Fig. 1: wires at chosen ports, followed through buffers
Scale: 4 px per µm.
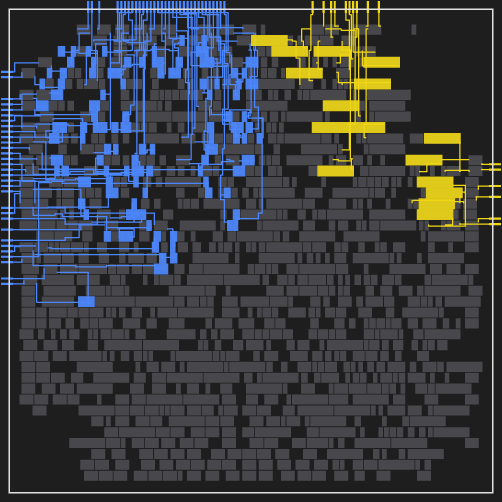
Fig. 2: signal wires by layer
Scale: 3 px per µm.
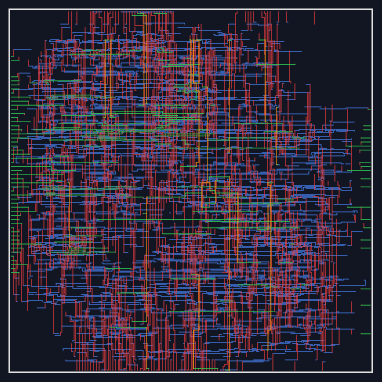
Fig. 3: sizing map
Scale: 3 px per µm.
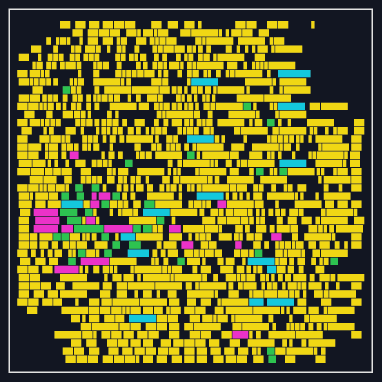
Fig. 4: selected gate families
Scale: 3 px per µm.
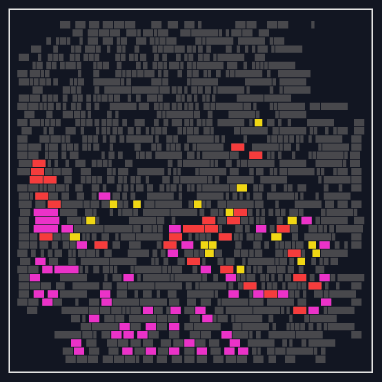
Fig. 5: clock wiring as the flow saved it
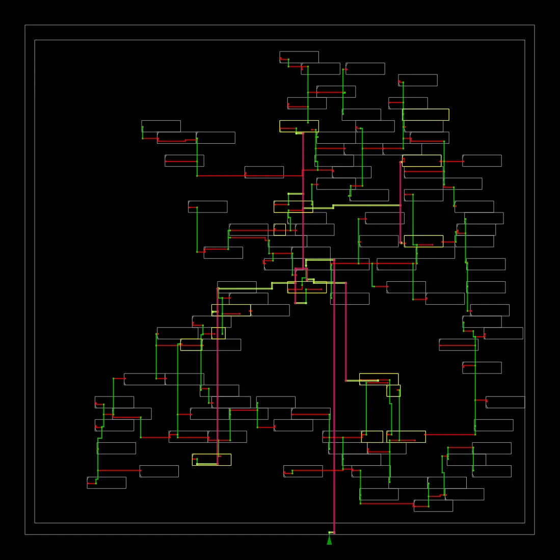
**src/rtl/div_arb_pkg.sv**
```systemverilog
// div_arb_pkg: shared widths, FSM states and divide-by-zero constants
// for the divider arbiter and its sequential datapath.
package div_arb_pkg;

  localparam int DATA_W = 16;
  localparam int ITER_W = 5;

  typedef enum logic [1:0] {
    IDLE,
    BUSY,
    DONE
  } state_t;

  localparam logic [DATA_W-1:0] DIV0_QUOT = 16'hFFFF;

endpackage

```
**src/rtl/div_seq_core.sv**
```systemverilog
// div_seq_core: 16-step restoring divider, one iteration per step pulse.
// quot/rem present the result of the current step; done marks the last one.
module div_seq_core
  import div_arb_pkg::*;
(
  input  logic              clk,
  input  logic              rst_n,
  input  logic              load,
  input  logic              step,
  input  logic [DATA_W-1:0] dividend,
  input  logic [DATA_W-1:0] divisor,
  output logic [DATA_W-1:0] quot,
  output logic [DATA_W-1:0] rem,
  output logic              done
);

  logic [DATA_W-1:0] r_q;
  logic [DATA_W-1:0] q_q;
  logic [DATA_W-1:0] d_q;
  logic [ITER_W-1:0] cnt_q;
  logic [DATA_W:0]   r_sh;
  logic [DATA_W-1:0] r_nx;
  logic [DATA_W-1:0] q_nx;

  // a restored remainder is always below the divisor, so 16 bits hold it
  always_comb begin
    r_sh = {r_q, q_q[DATA_W-1]};
    if (r_sh >= {1'b0, d_q}) begin
      r_nx = r_sh[DATA_W-1:0] - d_q;
      q_nx = {q_q[DATA_W-2:0], 1'b1};
    end else begin
      r_nx = r_sh[DATA_W-1:0];
      q_nx = {q_q[DATA_W-2:0], 1'b0};
    end
  end

  always_ff @(posedge clk or negedge rst_n) begin
    if (!rst_n) begin
      r_q   <= '0;
      q_q   <= '0;
      d_q   <= '0;
      cnt_q <= '0;
    end else if (load) begin
      r_q   <= '0;
      q_q   <= dividend;
      d_q   <= divisor;
      cnt_q <= '0;
    end else if (step) begin
      r_q   <= r_nx;
      q_q   <= q_nx;
      cnt_q <= cnt_q + 1'b1;
    end
  end

  assign quot = q_nx;
  assign rem  = r_nx;
  assign done = step && (cnt_q == ITER_W'(DATA_W-1));

endmodule

```
**src/rtl/div_arbiter.sv**
```systemverilog
// div_arbiter: round-robin sharing of one sequential divider.
// Optional DIV_ZERO_CHK_EN short-circuits zero divisors and flags rsp_err.
module div_arbiter
  import div_arb_pkg::*;
#(
  parameter int NUM_REQ = 4,
  parameter int ID_W    = $clog2(NUM_REQ)
) (
  input  logic                     clk,
  input  logic                     rst_n,
  input  logic [NUM_REQ-1:0]       req_valid,
  output logic [NUM_REQ-1:0]       req_ready,
  input  logic [NUM_REQ*DATA_W-1:0] req_dividend,
  input  logic [NUM_REQ*DATA_W-1:0] req_divisor,
  output logic                     rsp_valid,
  input  logic                     rsp_ready,
  output logic [ID_W-1:0]          rsp_id,
  output logic [DATA_W-1:0]        rsp_quot,
  output logic [DATA_W-1:0]        rsp_rem,
  output logic                     rsp_err,
  output logic                     busy
);

  state_t            state;
  logic [ID_W-1:0]   ptr;
  logic [ID_W-1:0]   id_q;
  logic [ID_W-1:0]   gidx;
  logic [ID_W-1:0]   cand;
  logic [NUM_REQ-1:0] grant;
  logic              found;
  logic              hs;
  logic [DATA_W-1:0] dvd_sel;
  logic [DATA_W-1:0] dvs_sel;
  logic [DATA_W-1:0] core_quot;
  logic [DATA_W-1:0] core_rem;
  logic              core_done;

  // first valid requester scanning upward from ptr+1
  always_comb begin
    grant = '0;
    gidx  = '0;
    cand  = '0;
    found = 1'b0;
    for (int k = 1; k <= NUM_REQ; k++) begin
      cand = ID_W'((int'(ptr) + k) % NUM_REQ);
      if (!found && req_valid[cand]) begin
        found       = 1'b1;
        gidx        = cand;
        grant[cand] = 1'b1;
      end
    end
  end

  assign req_ready = (rst_n && state == IDLE) ? grant : '0;
  assign hs        = rst_n && (state == IDLE) && found;
  assign dvd_sel   = req_dividend[int'(gidx)*DATA_W +: DATA_W];
  assign dvs_sel   = req_divisor[int'(gidx)*DATA_W +: DATA_W];
  assign busy      = (state != IDLE);

  div_seq_core u_core (
    .clk      (clk),
    .rst_n    (rst_n),
    .load     (hs),
    .step     (state == BUSY),
    .dividend (dvd_sel),
    .divisor  (dvs_sel),
    .quot     (core_quot),
    .rem      (core_rem),
    .done     (core_done)
  );

`ifdef DIV_ZERO_CHK_EN
  logic              div0_q;
  logic [DATA_W-1:0] dvd_q;
  logic              err_q;

  assign rsp_err = err_q;

  always_ff @(posedge clk or negedge rst_n) begin
    if (!rst_n) begin
      state     <= IDLE;
      ptr       <= ID_W'(NUM_REQ-1);
      id_q      <= '0;
      div0_q    <= 1'b0;
      dvd_q     <= '0;
      rsp_valid <= 1'b0;
      rsp_id    <= '0;
      rsp_quot  <= '0;
      rsp_rem   <= '0;
      err_q     <= 1'b0;
    end else begin
      unique case (state)
        IDLE: if (hs) begin
          ptr    <= gidx;
          id_q   <= gidx;
          div0_q <= (dvs_sel == '0);
          dvd_q  <= dvd_sel;
          state  <= BUSY;
        end
        BUSY: if (div0_q) begin
          state     <= DONE;
          rsp_valid <= 1'b1;
          rsp_id    <= id_q;
          rsp_quot  <= DIV0_QUOT;
          rsp_rem   <= dvd_q;
          err_q     <= 1'b1;
        end else if (core_done) begin
          state     <= DONE;
          rsp_valid <= 1'b1;
          rsp_id    <= id_q;
          rsp_quot  <= core_quot;
          rsp_rem   <= core_rem;
          err_q     <= 1'b0;
        end
        DONE: if (rsp_ready) begin
          rsp_valid <= 1'b0;
          state     <= IDLE;
        end
        default: state <= IDLE;
      endcase
    end
  end
`else
  assign rsp_err = 1'b0;

  always_ff @(posedge clk or negedge rst_n) begin
    if (!rst_n) begin
      state     <= IDLE;
      ptr       <= ID_W'(NUM_REQ-1);
      id_q      <= '0;
      rsp_valid <= 1'b0;
      rsp_id    <= '0;
      rsp_quot  <= '0;
      rsp_rem   <= '0;
    end else begin
      unique case (state)
        IDLE: if (hs) begin
          ptr   <= gidx;
          id_q  <= gidx;
          state <= BUSY;
        end
        BUSY: if (core_done) begin
          state     <= DONE;
          rsp_valid <= 1'b1;
          rsp_id    <= id_q;
          rsp_quot  <= core_quot;
          rsp_rem   <= core_rem;
        end
        DONE: if (rsp_ready) begin
          rsp_valid <= 1'b0;
          state     <= IDLE;
        end
        default: state <= IDLE;
      endcase
    end
  end
`endif

endmodule

```
**config.mk**
```make
export PLATFORM = sky130hd
export DESIGN_NAME = div_arbiter
export DESIGN_NICKNAME = d
export VERILOG_FILES = /design/src/rtl/div_arb_pkg.sv /design/src/rtl/div_seq_core.sv /design/src/rtl/div_arbiter.sv
export SDC_FILE = /design/constraint.sdc
export NUM_CORES = 1
export LEC_CHECK = 0
export CORE_MARGIN = 2
export CORE_UTILIZATION = 50
export DETAILED_ROUTE_END_ITERATION = 16
export PLACE_DENSITY = 0.79
export SYNTH_ARGS = -nofsm -noshare
export SYNTH_HDL_FRONTEND = slang
export SYNTH_SLANG_ARGS = --single-unit
```
**constraint.sdc**
```tcl
create_clock -name clk -period 4.02 [get_ports clk]
set_clock_uncertainty 0.05 [all_clocks]
set_input_delay 0.804 -clock clk [delete_from_list [all_inputs] [get_ports clk]]
set_output_delay 0.804 -clock clk [all_outputs]
set_load 0.02 [all_outputs]
```
==> flow_summary.json <==
{
  "reg2reg_depth": 9,
  "htree_levels": 3,
  "slew_headroom_pct": 42.1,
  "syn_nets": 1024,
  "hold_depth": 2,
  "end_kind": "primary output",
  "max_freq_mhz": 272,
  "dp_hpwl_um": 14700,
  "tightest_slew_ps": 868,
  "comb_power_share_pct": 68.9,
  "edf_count": 0,
  "warnings": 33,
  "antenna_cells": 0,
  "clkPwrFrac_pct": 10.5,
  "p_leak_uw": 0.00398,
  "cp-start-kind": "primary input",
  "critical_path_arrival_ps": 2830,
  "crit_chain": "clkdlybuf4s50_1 > mux4_2 > buf_4 > a22oi_1 > nor2_1 > a221oi_1 > nor2_1 > dlymetal6s2s_1",
  "antenna_found_initial": 0,
  "crit_slowest_cell": "mux4_2",
  "antenna_left": 0,
  "outcome": "complete, no violations"
}
-- Fig. 1 (at the start) --
legend:
  rsp_quot:
    color: yellow
    bits: 16
    direction: output
    edge: 10 top, 6 right
    end_cells: 16
    buffers: 16
    wire: 394 µm
  req_dividend:
    color: blue
    bits: 64
    direction: input
    edge: 33 top, 31 left
    end_cells: 125
    buffers: 64
    wire: 2040 µm
Port-buffer cells: 174
io pins: 176

-- Fig. 2 (at the start) --
legend:
  met3:
    color: green
    wire_length: 1530 µm
  met4:
    color: orange
    wire_length: 588 µm
  met1:
    color: blue
    wire_length: 8860 µm
  met2:
    color: red
    wire_length: 9130 µm
Vias: 6996
DRT Wirelength: 20100 µm
drt wl/cell: 16.9 µm
GR Util All Layers: 27.8%

-- Fig. 3 (at the start) --
legend:
  drive 3 to 4:
    color: green
    cells: 34
    most_used: buf_4
  drive 2:
    color: magenta
    cells: 18
  drive 1 or less:
    color: yellow
    cells: 945
    most_used: nand2_1
  drive 6 and up:
    color: cyan
    cells: 15
    most_used: clkbuf_16
final instance area: 0.00901 mm²
final setup margin: 337 ps
Area Overhead vs Synth: 32.8%

-- Fig. 4 (at the start) --
legend:
  adder and majority cells:
    color: red
    cells: 27
    most_used: ha_1
  AND-OR and OR-AND gates:
    color: yellow
    cells: 17
    most_used: o21a_1
  multiplexers:
    color: magenta
    cells: 52
    most_used: mux2i_1
most used logic cell in the final layout: nand2_1
Non-Filler Instances: 1188
multi-input combinational area share: 44.9%

-- Fig. 5 (at the start) --
number of clock buffers in the layout: 11
Seq Cell Count: 94

-- power groups by stage --
| stage | Combinational (µW) | Sequential [µW] | Clock (µW) |
|---|---|---|---|
| 4_1_cts | 5760 | 1730 | 900 |
| 3_3_place_gp | 5620 | 1730 | 0 |
| 6_report | 5820 | 1740 | 888 |
| 5_1_grt | 6420 | 1790 | 931 |
| 3_5_place_dp | 5710 | 1750 | 0 |
| 2_1_floorplan | 4100 | 1830 | 0 |
-- worst max-delay path by stage --
stage	endpoint	slack [ps]	cells after the start
2_1_floorplan	req_ready[0]	260	10
3_3_place_gp	req_ready[1]	40	8
3_5_place_dp	req_ready[3]	-30	7
4_1_cts	req_ready[3]	5	8
5_1_grt	req_ready[0]	160	9
6_report	req_ready[2]	340	8
-- worst reg2reg max path, stage by stage (launching register included) --
cell and delay (ps):
dfstp_2 540, buf_4 270, buf_4 690, o21bai_1 170
a22oi_1 160, o221ai_1 200, o32ai_4 480, buf_12 300
mux2i_1 280, o221ai_1 140
-- metal layers --
metal / share of wire (%) / vias up / global-route usage, %
met5: 0 / - / 0
met4: 2.9 / 0 / 11.6
met1: 44 / 3260 / 40.2
met2: 45 / 321 / 41.3
li1: - / 3369 / -
met3: 7.6 / 46 / 4.48
-- Yosys cell counts (all sizes together) (2+ instances only) --
| cell | instances |
|---|---|
| a211oi | 3 |
| a21o | 5 |
| a21oi | 52 |
| a221oi | 4 |
| a22oi | 5 |
| a2bb2oi | 3 |
| and2 | 4 |
| and3 | 3 |
| buf | 24 |
| clkbuf | 43 |
| clkinv | 2 |
| dfrtp | 92 |
| dfstp | 2 |
| ha | 26 |
| inv | 23 |
| mux2 | 4 |
| mux2i | 44 |
| mux4 | 4 |
| nand2 | 190 |
| nand2b | 5 |
| nand3 | 87 |
| nand4 | 19 |
| nor2 | 30 |
| nor2b | 5 |
| nor3 | 12 |
| o211ai | 5 |
| o21a | 7 |
| o21ai | 75 |
| o21bai | 2 |
| o221ai | 17 |
| o22ai | 28 |
| o31ai | 5 |
| or2 | 2 |
| xnor2 | 12 |
| xor2 | 2 |
-- sequential cells by signal, summed over array words and instances (netlist names) --
register,flops
id_q,2
ptr,2
rsp_id,2
rsp_quot,16
rsp_rem,16
rsp_valid,1
state,2
u_core.cnt_q,5
u_core.d_q,16
u_core.q_q,16
u_core.r_q,16
-- cells by family after synthesis --
family | synth area share, %
DFF | 34.7
muxes | 8.48
and+or+nand+nor | 23.7
buffers and inverters | 5.99
other | 0.0553
AOI/OAI and AO/OA | 20.2
adders and majority gates | 5.09
xor gates and xnor gates | 1.81
-- final cells by class --
type	instances	area [µm²]
Fill cell	1139	4230
Multi-Input combinational cell	676	4050
Sequential cell	94	2350
Timing Repair Buffer	202	1980
Clock buffer	11	253
Tap cell	176	220
Inverter	25	95.1
Clock inverter	4	55.1
-- what timing repair did --
action | CTS | global route
pin swaps | 0 | 0
endpoints found under the setup margin | 4 | 4
gates resized | 2 | 4
-- per-stage QoR --
stage	cell area (µm²)	TNS, ps	hold slack (ps)	worst slack, ps
finish	9010	0	425	337
global route	9010	0	450	157
CTS	9000	0	429	4.79
detailed placement	8690	-83.3	412	-30.8
global placement	8690	0	407	40.8
floorplan	6790	0	389	258
Power figures rest on the tool's default switching activity, not on a simulated workload.
